### src/rtl/stream_ctrl_multi.sv
// ---------------------------------------------------------------------------
// stream_ctrl_multi
//
// Frame-granular gate for a parallel-channel sensor pixel stream. Each frame
// is judged once, at its fval rising edge: it is forwarded whole when stream
// enable, acquisition start and encrypt state are all high and the frame
// budget is not yet used up; otherwise it is suppressed whole. Forwarded
// frames leave with a fixed two-cycle latency and unchanged fval/lval timing.
//
// Parameters
//   DATA_WIDTH   bits per pixel per channel
//   CHANNEL_NUM  pixel channels carried side by side on the data bus
//   REG_WD       width of the frame budget and the forwarded-frame counter
//
// Ports
//   clk_pix              pixel clock (only clock)
//   reset_pix_n          asynchronous active-low reset
//   i_fval / i_lval      sensor frame / line valid
//   iv_pix_data          sensor pixel data, channel 0 in the low bits
//   i_stream_enable      stream enable
//   i_acquisition_start  acquisition start
//   i_encrypt_state      encrypt OK
//   iv_frame_num         frames to pass per acquisition, 0 = unlimited
//   o_fval / o_lval      gated frame / line valid
//   ov_pix_data          gated pixel data, zero outside gated lines
//   o_full_frame_state   high while a frame is being forwarded
//   o_frame_done         one-cycle pulse after a forwarded frame ends
//   ov_frame_cnt         frames forwarded since acquisition (re)started
// ---------------------------------------------------------------------------
module stream_ctrl_multi #(
    parameter int DATA_WIDTH  = 10,
    parameter int CHANNEL_NUM = 1,
    parameter int REG_WD      = 32
) (
    input  logic                              clk_pix,
    input  logic                              reset_pix_n,
    input  logic                              i_fval,
    input  logic                              i_lval,
    input  logic [DATA_WIDTH*CHANNEL_NUM-1:0] iv_pix_data,
    input  logic                              i_stream_enable,
    input  logic                              i_acquisition_start,
    input  logic                              i_encrypt_state,
    input  logic [REG_WD-1:0]                 iv_frame_num,
    output logic                              o_fval,
    output logic                              o_lval,
    output logic [DATA_WIDTH*CHANNEL_NUM-1:0] ov_pix_data,
    output logic                              o_full_frame_state,
    output logic                              o_frame_done,
    output logic [REG_WD-1:0]                 ov_frame_cnt
);

    typedef enum logic [1:0] {
        IDLE = 2'd0,
        PASS = 2'd1,
        SKIP = 2'd2
    } state_t;

    state_t             state_reg;
    logic               fval_d1_reg;
    logic               lval_d1_reg;
    logic               fval_out_reg;
    logic               lval_out_reg;
    logic               full_frame_reg;
    logic               frame_done_reg;
    logic [REG_WD-1:0]  frame_cnt_reg;

    logic               fval_rise;
    logic               fval_fall;
    logic               enable;
    logic               frame_allowed;
    logic               cnt_clear;
    logic               fval_gate;
    logic               lval_gate;

    // Edges are taken between the live input and its stage-1 copy, so a
    // frame that is low for a single cycle still yields a fall and a rise.
    assign fval_rise     = i_fval & ~fval_d1_reg;
    assign fval_fall     = ~i_fval & fval_d1_reg;
    assign enable        = i_stream_enable & i_acquisition_start & i_encrypt_state;
    assign frame_allowed = (iv_frame_num == '0) || (frame_cnt_reg < iv_frame_num);
    assign cnt_clear     = ~i_acquisition_start | ~i_stream_enable;

    // Gating terms are built from stage-1 values; the state changes on the
    // same edge that loads stage 1, so the whole frame sees a stable decision.
    assign fval_gate = fval_d1_reg & (state_reg == PASS);
    assign lval_gate = lval_d1_reg & fval_gate;

    // Frame decision FSM together with the outputs derived from it.
    always_ff @(posedge clk_pix or negedge reset_pix_n) begin
        if (!reset_pix_n) begin
            state_reg      <= IDLE;
            full_frame_reg <= 1'b0;
            frame_cnt_reg  <= '0;
        end else begin
            full_frame_reg <= (state_reg == PASS);

            case (state_reg)
                IDLE: begin
                    if (fval_rise) begin
                        state_reg <= (enable && frame_allowed) ? PASS : SKIP;
                    end
                end
                PASS: begin
                    if (fval_fall) begin
                        state_reg <= IDLE;
                    end
                end
                SKIP: begin
                    if (fval_fall) begin
                        state_reg <= IDLE;
                    end
                end
                default: state_reg <= IDLE;
            endcase

            // Clearing wins over counting a frame that ends in the same cycle.
            if (cnt_clear) begin
                frame_cnt_reg <= '0;
            end else if ((state_reg == PASS) && fval_fall && (frame_cnt_reg != '1)) begin
                frame_cnt_reg <= frame_cnt_reg + {{(REG_WD-1){1'b0}}, 1'b1};
            end
        end
    end

    // Control half of the stage-1 and output pipeline.
    always_ff @(posedge clk_pix or negedge reset_pix_n) begin
        if (!reset_pix_n) begin
            // Treat fval as already high so a frame in flight at reset
            // release is not mistaken for a fresh rise.
            fval_d1_reg    <= 1'b1;
            lval_d1_reg    <= 1'b0;
            fval_out_reg   <= 1'b0;
            lval_out_reg   <= 1'b0;
            frame_done_reg <= 1'b0;
        end else begin
            fval_d1_reg    <= i_fval;
            lval_d1_reg    <= i_lval;
            fval_out_reg   <= fval_gate;
            lval_out_reg   <= lval_gate;
            // Falling edge of the registered output fval, seen one cycle late.
            frame_done_reg <= fval_out_reg & ~fval_gate;
        end
    end

    // Data half of the pipeline, one slice per channel.
    genvar gi;
    generate
        for (gi = 0; gi < CHANNEL_NUM; gi++) begin : g_chan
            logic [DATA_WIDTH-1:0] pix_d1_reg;
            logic [DATA_WIDTH-1:0] pix_out_reg;

            always_ff @(posedge clk_pix or negedge reset_pix_n) begin
                if (!reset_pix_n) begin
                    pix_d1_reg  <= '0;
                    pix_out_reg <= '0;
                end else begin
                    pix_d1_reg  <= iv_pix_data[gi*DATA_WIDTH +: DATA_WIDTH];
                    pix_out_reg <= lval_gate ? pix_d1_reg : '0;
                end
            end

            assign ov_pix_data[gi*DATA_WIDTH +: DATA_WIDTH] = pix_out_reg;
        end
    endgenerate

    assign o_fval             = fval_out_reg;
    assign o_lval             = lval_out_reg;
    assign o_full_frame_state = full_frame_reg;
    assign o_frame_done       = frame_done_reg;
    assign ov_frame_cnt       = frame_cnt_reg;

endmodule

### config.mk
export PLATFORM = sky130hd
export DESIGN_NAME = stream_ctrl_multi
export DESIGN_NICKNAME = d
export VERILOG_FILES = /design/src/rtl/stream_ctrl_multi.sv
export SDC_FILE = /design/constraint.sdc
export NUM_CORES = 1
export LEC_CHECK = 0
export CELL_PAD_IN_SITES_DETAIL_PLACEMENT = 1
export CELL_PAD_IN_SITES_GLOBAL_PLACEMENT = 2
export CORE_MARGIN = 10
export CORE_UTILIZATION = 27
export CTS_CLUSTER_DIAMETER = 80
export DETAILED_ROUTE_END_ITERATION = 16
export PLACE_DENSITY = 0.85
export SETUP_SLACK_MARGIN = 0.2
export SLEW_MARGIN = 40
export SYNTH_ARGS = -nofsm -noshare
export SYNTH_HDL_FRONTEND = slang
export SYNTH_SLANG_ARGS = --single-unit
### constraint.sdc
create_clock -name clk_pix -period 2 [get_ports clk_pix]
set_input_delay 0.2 -clock clk_pix [delete_from_list [all_inputs] [get_ports clk_pix]]
set_output_delay 0.2 -clock clk_pix [all_outputs]
set_load 0.1 [all_outputs]
run_1/layer_met1.png
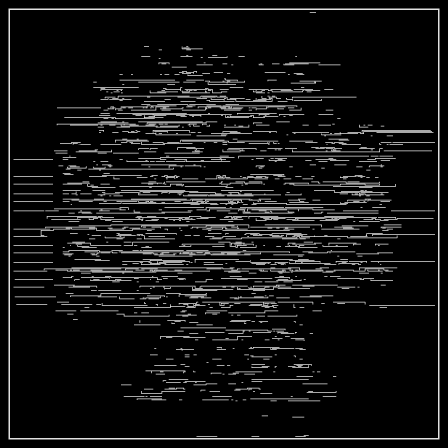
The layer holds 41% of the routed length. The longest straight run is 54.0 um. 600 nets have wire on it.
final WL: 15200 um
via count: 3654
M1 GR Usage: 0.182

run_1/layer_met2.png
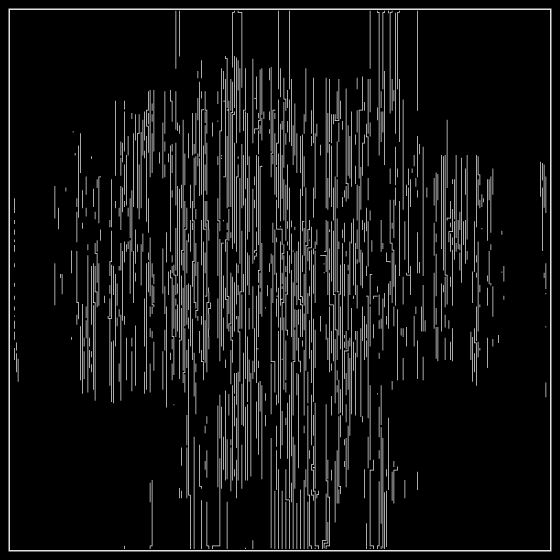
The layer holds 53% of the routed length. The layer carries 8040 um of wire. The wires run mostly vertical. 606 nets have wire on it. The longest straight run is 45.2 um.
met2 Resource Use GR: 0.285

run_1/layer_met3.png
Bar = 50 um. Cells faint in the background.
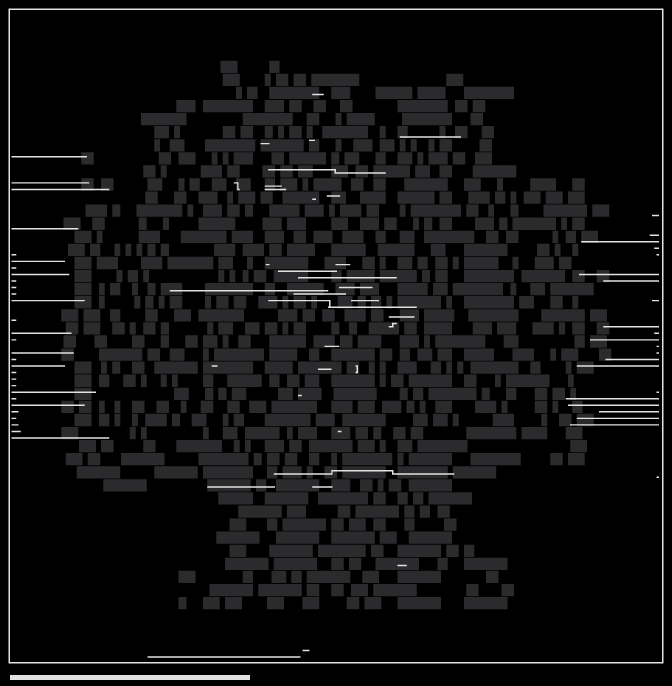
72 nets have wire on it. The longest straight run is 32.7 um. The layer holds 4.5% of the routed length. The layer carries 674 um of wire. The wires run mostly horizontal.
met3 usage: 0.0278

run_1/congestion.png
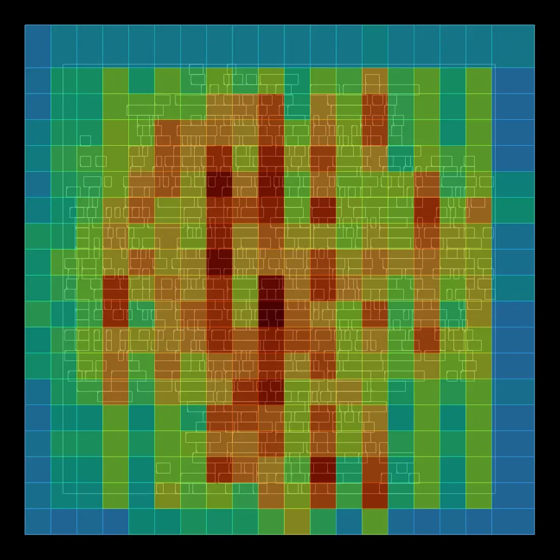
GR peak layer: met2
WL/cell: 20.3 um
global-route usage over all layers: 0.159
final core occ: 0.494

==> notes.md, run 1 <==
yosys + openroad results -> status complete, but fails checks, violated checks negative setup slack, # fillers approximately 1500, max incr delay on CP a little over 0.4 ns, initial DRC count approximately 150, synthesized cell area 3610 sq um, leakage 0.00279 uW, flip-flops with a built-in enable 0, Die Width ~140 um, Core Density at Floorplan 0.274, CP Launch Type flip-flop, vias per cell about 4.9, Ys Warns 0, Final Wtd Congestion about 0.84, final non-filler cell total approximately 750, WP data required 2.23 ns, CTS tree done, slack of the critical path -0.140 ns, Pwr per Cell Area about 480 nW/um^2, ys flops about 60, Syn Area/Cell 9.64 sq um, clk buf depth 2, Seq share, synth 0.417, top cells by count, synth 59 x dfrtp_1, 41 x inv_1, 40 x nor2_1, post-synth cell types ~55, peak supply drop between 0.0003 and 0.0004 V, initial antenna violation count 0, Fmax between 400 and 500 MHz, yosys cell count between 300 and 400, Final Cycle Share 1.07, Seq. cell area between 1500 and 2000 sq um, Tmin final 2.14 ns, core area between 10000 and 15000 sq um, Critical Path Sink Type flip-flop, drt drc 0, Worst-path clk slew 0.06 ns, CTS Sinks around 60, clk_skew 0.00443 ns, RSZ-0062 raised after global routing true, chip area around 18000 sq um, share of cells above drive strength 1 0.491, area leader, netlist dfrtp_1, Rel. slew slack 0.637, IO buf count between 90 and 100, Detailed Routing Iterations Pass 1 4, worst path cell trace inv_2 > ha_4 > nand3b_1 > nor2_4 > buf_6 > o21ai_4 > a31oi_4 > a31oi_1 > a41o_2, IO Count between 90 and 100, Cell area leaders dfrtp_1 41%, ha_1 12%, inv_1 4.3%, nor2_1 4.2%, xnor2_1 3.4%, post-synthesis instance total around 370, nets about 650, clock root buffer clkbuf_16, tool warnings 30, Die Y around 140 um, most instantiated library cell after synthesis dfrtp_1, ANT nets after route 0, final setup vio count 18, worst-path fanout max 7, vias in the first global route approximately 4100, critical path arrival 2.37 ns, FFs w/ async S/R, synth 1.00, Num CTS Buffers 9, CP Class reg -> reg
[run 1: per-layer routing]
layer | up-vias | part of all wire | track usage
met1 | 1840 | 0.41 | 0.182
li1 | 1693 | - | -
met5 | - | 0 | 0
met2 | 103 | 0.53 | 0.285
met4 | 0 | 0.016 | 0.0610
met3 | 18 | 0.044 | 0.0278
[run 1: cell families (layout without fill, tap and decap cells)]
kind of cell             Yosys count  after routing  share of synthesized area
AND/OR/NAND/NOR                  155            156                      0.235
flip-flops                        60             60                      0.417
buffers and inverters             49            244                     0.0576
AND-OR/OR-AND                     48             48                      0.104
adder cells (fa/ha/maj)           34             34                      0.118
XOR/XNOR                          27             27                     0.0656
multiplexers                       1              1                    0.00278
[run 1: timing repair]
action	in CTS	in global routing
cloned	1	0
endpoints found under the setup margin	34	34
hold endpoints to repair	22	0
hold buffers	1	0
pin swaps	41	32
buffers inserted	24	11
gates resized	67	40
[run 1: metrics by stage]
step           setup TNS [ns]  hold WS (ns)  cell area (sq um)  power [uW]   util
5_1_grt                 -2.91         0.291               6490        3220  0.494
3_5_place_dp            -1.61         0.215               5310        1650  0.404
3_3_place_gp            -1.27         0.186               5310        1630  0.404
4_1_cts               -0.0632         0.292               6160        3080  0.469
6_report               -0.984         0.295               6490        3110  0.494
2_1_floorplan          -0.819       -0.0956               3890        1430      -
[run 1: worst paths after layout]
check / to / slack [ns] / cells after the start
worst min-delay path: g_chan[0].pix_d1_reg[4] / 0.29 / 1
worst max register to register: ov_frame_cnt[19] / -0.14 / 9
min in group asynchronous: o_lval / 0.39 / 2
worst max-delay path: ov_frame_cnt[19] / -0.14 / 9
max in group asynchronous: fval_d1_reg / 0.96 / 3
worst min register to register: ov_pix_data[4] / 0.45 / 1
[run 1: worst max-delay path, delay by kind of cell, from the launching register on]
| family | cells | cell delay, ns |
|---|---|---|
| compound gates | 4 | 0.80 |
| buf+inv | 2 | 0.23 |
| flops | 1 | 0.41 |
| fa+ha+maj | 1 | 0.15 |
| simple gates | 2 | 0.42 |
[run 1: layout by cell type (no fill, tap or decap), types with 4 or more instances in the layout]
| cell | n |
|---|---|
| a2111oi_4 | 4 |
| a21oi_1 | 8 |
| a21oi_2 | 5 |
| a31oi_4 | 6 |
| and2_1 | 11 |
| and3_4 | 4 |
| and4_4 | 5 |
| buf_12 | 4 |
| buf_4 | 115 |
| buf_6 | 18 |
| clkbuf_16 | 9 |
| clkdlybuf4s50_1 | 47 |
| dfrtp_1 | 27 |
| dfrtp_2 | 8 |
| dfrtp_4 | 24 |
| ha_1 | 16 |
| ha_4 | 17 |
| inv_1 | 40 |
| nand2_1 | 19 |
| nand3_1 | 10 |
| nand3_2 | 5 |
| nand3_4 | 5 |
| nand4_1 | 12 |
| nor2_1 | 38 |
| nor4_1 | 9 |
| xnor2_1 | 12 |
| xor2_1 | 12 |
[run 1: layout make-up]
cell class                      instances  share of cell area
Multi-Input combinational cell        266               0.401
Timing Repair Buffer                  187               0.254
Sequential cell                        60               0.247
Clock buffer                           11              0.0359
Tap cell                              176              0.0339
Inverter                               41              0.0237
Clock inverter                          5             0.00463
[run 1: power breakdown]
group	internal (uW)	switching (uW)	total [uW]
registers	1240	19.4	1260
logic	209	231	440
clock network	831	574	1400
==> run 2: changes to the inputs <==
- CTS_CLUSTER_SIZE: unset -> 28
- REMOVE_ABC_BUFFERS: unset -> 1
run_2/layer_met3.png
Bar = 50 um. Cells faint in the background.
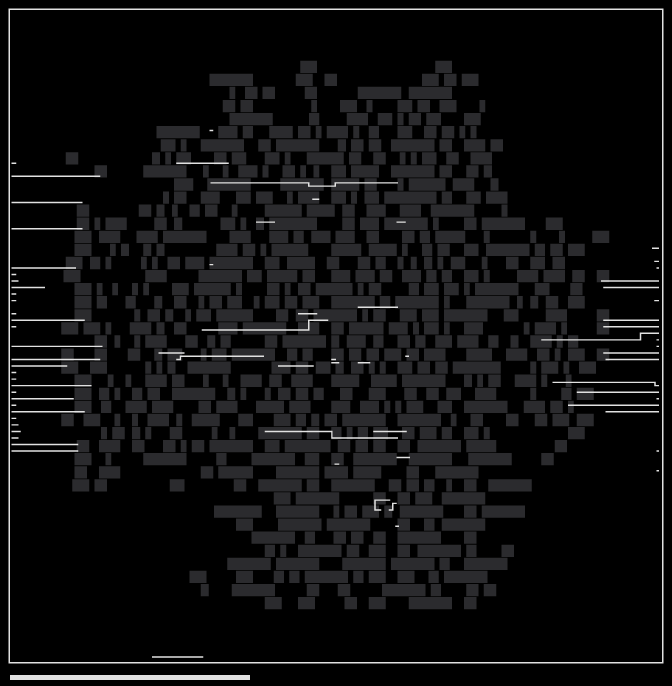
The layer holds 4.1% of the routed length. The layer carries 570 um of wire.
via count: 3556
final WL: 13900 um
met3 usage: 0.0330

==> notes.md, run 2 <==
yosys + openroad results -> most frequent logic cell in the layout buf_4, Seq share, synth 0.417 (unchanged), worst path cell trace ha_2 > nand2_2 > or3_4 > o21ai_4 > buf_12 > buf_4 > buf_6 > a31oi_2 > xnor2_1 > nor2_1, share of cells above drive strength 1 0.390 (-0.101), Layout area overhead 68.1%, Sw Share 0.259 (-0.00625), Num CTS Buffers 9 (unchanged), post-synth top area share 0.409, global-route usage over all layers 0.149 (-0.00922), largest net degree at the start of global routing 35, Tmin final 2.14 ns (-0.000825 ns), final setup vio count 21 (+3), gr ovfl total 0, hold path endpoint g_chan[0].pix_d1_reg[5], synthesized cell area 3610 sq um (unchanged), first-pass GRT wire length ~22000 um, Hold Path Class in -> reg, IO buf count 94 (unchanged), final core occ 0.461 (-0.0328), reg2reg start ov_frame_cnt[1], chip area 18400 sq um (unchanged), ys flops 60 (unchanged), worst-path fanout max 6 (-1), WL/cell 18.5 um (-9.1%), critical path arrival 2.35 ns (-0.02 ns), Final Cycle Share 1.07 (about the same), nets 652 (+0.62%), Worst Max-Slew Pin Slew ~0.62 ns, Commonest flop dfrtp_1, vias in the first global route 4049 (-1.4%), Worst path slowest cell or3_4, Site Rows about 42, drt drc 0 (unchanged), Largest register FFs 32, slack of the critical path -0.139 ns (+0.000825 ns), DPL Wire Length ~10000 um, P_sw 843 uW (+2.3%), tool warnings 28 (-6.7%), Pwr per Cell Area 537 nW/um^2 (+12%), Cell area leaders dfrtp_1 41%, ha_1 12%, inv_1 4.3%, nor2_1 4.2%, xnor2_1 3.4%, antenna cells 0, most instantiated library cell after synthesis dfrtp_1, leakage 0.00285 uW (+2.4%), # fillers 1480 (+1.6%), R2R Path End ov_frame_cnt[13], worst hold stages 1 (unchanged), area leader, netlist dfrtp_1, FFs w/ async S/R, synth 1.00 (unchanged), Clock power frac 0.487 (+0.035), violated checks negative setup slack, final hold violations 0, Hold Crit Start iv_pix_data[5], CP Class reg -> reg, Detailed Routing Iterations Pass 1 4 (unchanged), top cells by count, synth 59 x dfrtp_1, 41 x inv_1, 40 x nor2_1, max incr delay on CP 0.43 ns (+0.02 ns), Worst R2R Setup Slack -0.14 ns (about the same), Worst-path clk slew 0.06 ns (about the same), CTS tree done, max-cap viol count 0, htree depth 3, Final Wtd Congestion 0.823 (-2.4%), Reg2Reg Depth 10 (+1), yosys cell count 374 (unchanged), Place WS -0.497 ns, peak supply drop 0.000374 V (+13%), combinational fraction of design power 0.126 (-0.016), initial antenna violation count 0 (unchanged), Die Y 136 um (unchanged), post-synthesis instance total 374 (unchanged), CP Launch Type flip-flop, Clk Latency, worst-skew pair 0.34 ns, clk buf depth 2 (unchanged), CP bufs+invs 3 (+1), flip-flops with a built-in enable 0 (unchanged), Fmax 467 MHz (about the same), post-synth cell types 55 (unchanged), internal power 2410 uW (+5.6%), initial DRC count 142 (-3.4%), Rel. slew slack 0.587 (-0.0502), Die Width 136 um (unchanged), status complete, but fails checks, Critical Path Sink Type flip-flop, sequential power share 0.387 (-0.020), fin. max-slew vios 0, most numerous logic cells after layout 130 x buf_4, 59 x dfrtp_1, 47 x clkdlybuf4s50_1, 40 x nor2_1, 39 x inv_1, WP data required 2.21 ns (-0.02 ns), CTS Sinks 60 (unchanged), RSZ-0062 raised after global routing true, Core Density at Floorplan 0.274 (unchanged), yosys stat area 3610 sq um, ANT nets after route 0 (unchanged), CP delay by family, top simple AND/OR/NAND/NOR gates, Syn Area/Cell 9.64 sq um (unchanged), clk_skew 0.0100 ns (+0.00558 ns), Ys Warns 0 (unchanged), core area 13100 sq um (unchanged), clock root buffer clkbuf_16, vias per cell 4.74 (-3.2%), IO Count 95 (unchanged)
[run 2: logic make-up after synthesis]
logic type | share of synthesized area
simple gates | 0.235
mux | 0.00278
xor+xnor | 0.0656
compound gates | 0.104
fa+ha+maj | 0.118
flops | 0.417
buf+inv | 0.0576
[run 2: power groups by stage]
stage,Combinational (uW),Sequential (uW),Clock [uW]
floorplan,104,1310,0
global placement,342,1280,0
detailed placement,355,1280,0
CTS,379,1260,1600
global route,448,1260,1650
finish,411,1260,1580
[run 2: through the flow]
step	instances	power [uW]	hold WS (ns)	instance area (sq um)	TNS (ns)
after floorplan	366	1420	-0.0956	3550	-18.16
after global placement	708	1620	0.229	5150	-1.68
after detailed placement	708	1640	0.252	5150	-2.05
after CTS	740	3240	0.295	5890	-0.191
after global routing	750	3360	0.308	6060	-3.71
final	750	3260	0.300	6060	-1.50
[run 2: worst max path at each step]
stage	startpoint	endpoint	slack, ns	depth (start not counted)
4_1_cts	state_reg[1]	ov_frame_cnt[20]	-0.05	11
3_5_place_dp	iv_frame_num[1]	state_reg[0]	-0.50	8
2_1_floorplan	ov_frame_cnt[1]	ov_frame_cnt[19]	-0.72	6
5_1_grt	ov_frame_cnt[29]	state_reg[0]	-0.22	8
3_3_place_gp	iv_frame_num[1]	state_reg[0]	-0.45	8
6_report	ov_frame_cnt[1]	ov_frame_cnt[13]	-0.14	10
[run 2: per-layer routing]
metal	share of wire	vias to the layer above	global-route usage
li1	-	1697	-
met1	0.42	1758	0.169
met2	0.52	84	0.267
met3	0.041	17	0.0330
met4	0.017	0	0.0568
met5	0	-	0
[run 2: cell type report]
| cell class | count | area (sq um) | share of cell area |
|---|---|---|---|
| Sequential cell | 60 | 1500 | 0.248 |
| Inverter | 41 | 154 | 0.0254 |
| Timing Repair Buffer | 192 | 1630 | 0.268 |
| Clock buffer | 10 | 229 | 0.0378 |
| Tap cell | 176 | 220 | 0.0363 |
| Multi-Input combinational cell | 265 | 2260 | 0.372 |
| Clock inverter | 6 | 72.6 | 0.0120 |
[run 2: what timing repair did]
action / 4_1_cts / 5_1_grt
cloned: 1 / 0
setup endpoints to repair: 34 / 34
buffers inserted: 14 / 10
pin swaps: 24 / 22
endpoints found under the hold margin: 25 / 0
gates resized: 63 / 18
hold buffers: 1 / 0
[run 2: worst reg2reg max path, cell delays in order (launching register included)]
cell and delay, ns:
dfrtp_1 0.41, ha_2 0.23, nand2_2 0.08, or3_4 0.43, o21ai_4 0.19, buf_12 0.14
buf_4 0.12, buf_6 0.11, a31oi_2 0.09, xnor2_1 0.17, nor2_1 0.05
Power figures rest on the tool's default switching activity, not on a simulated workload.
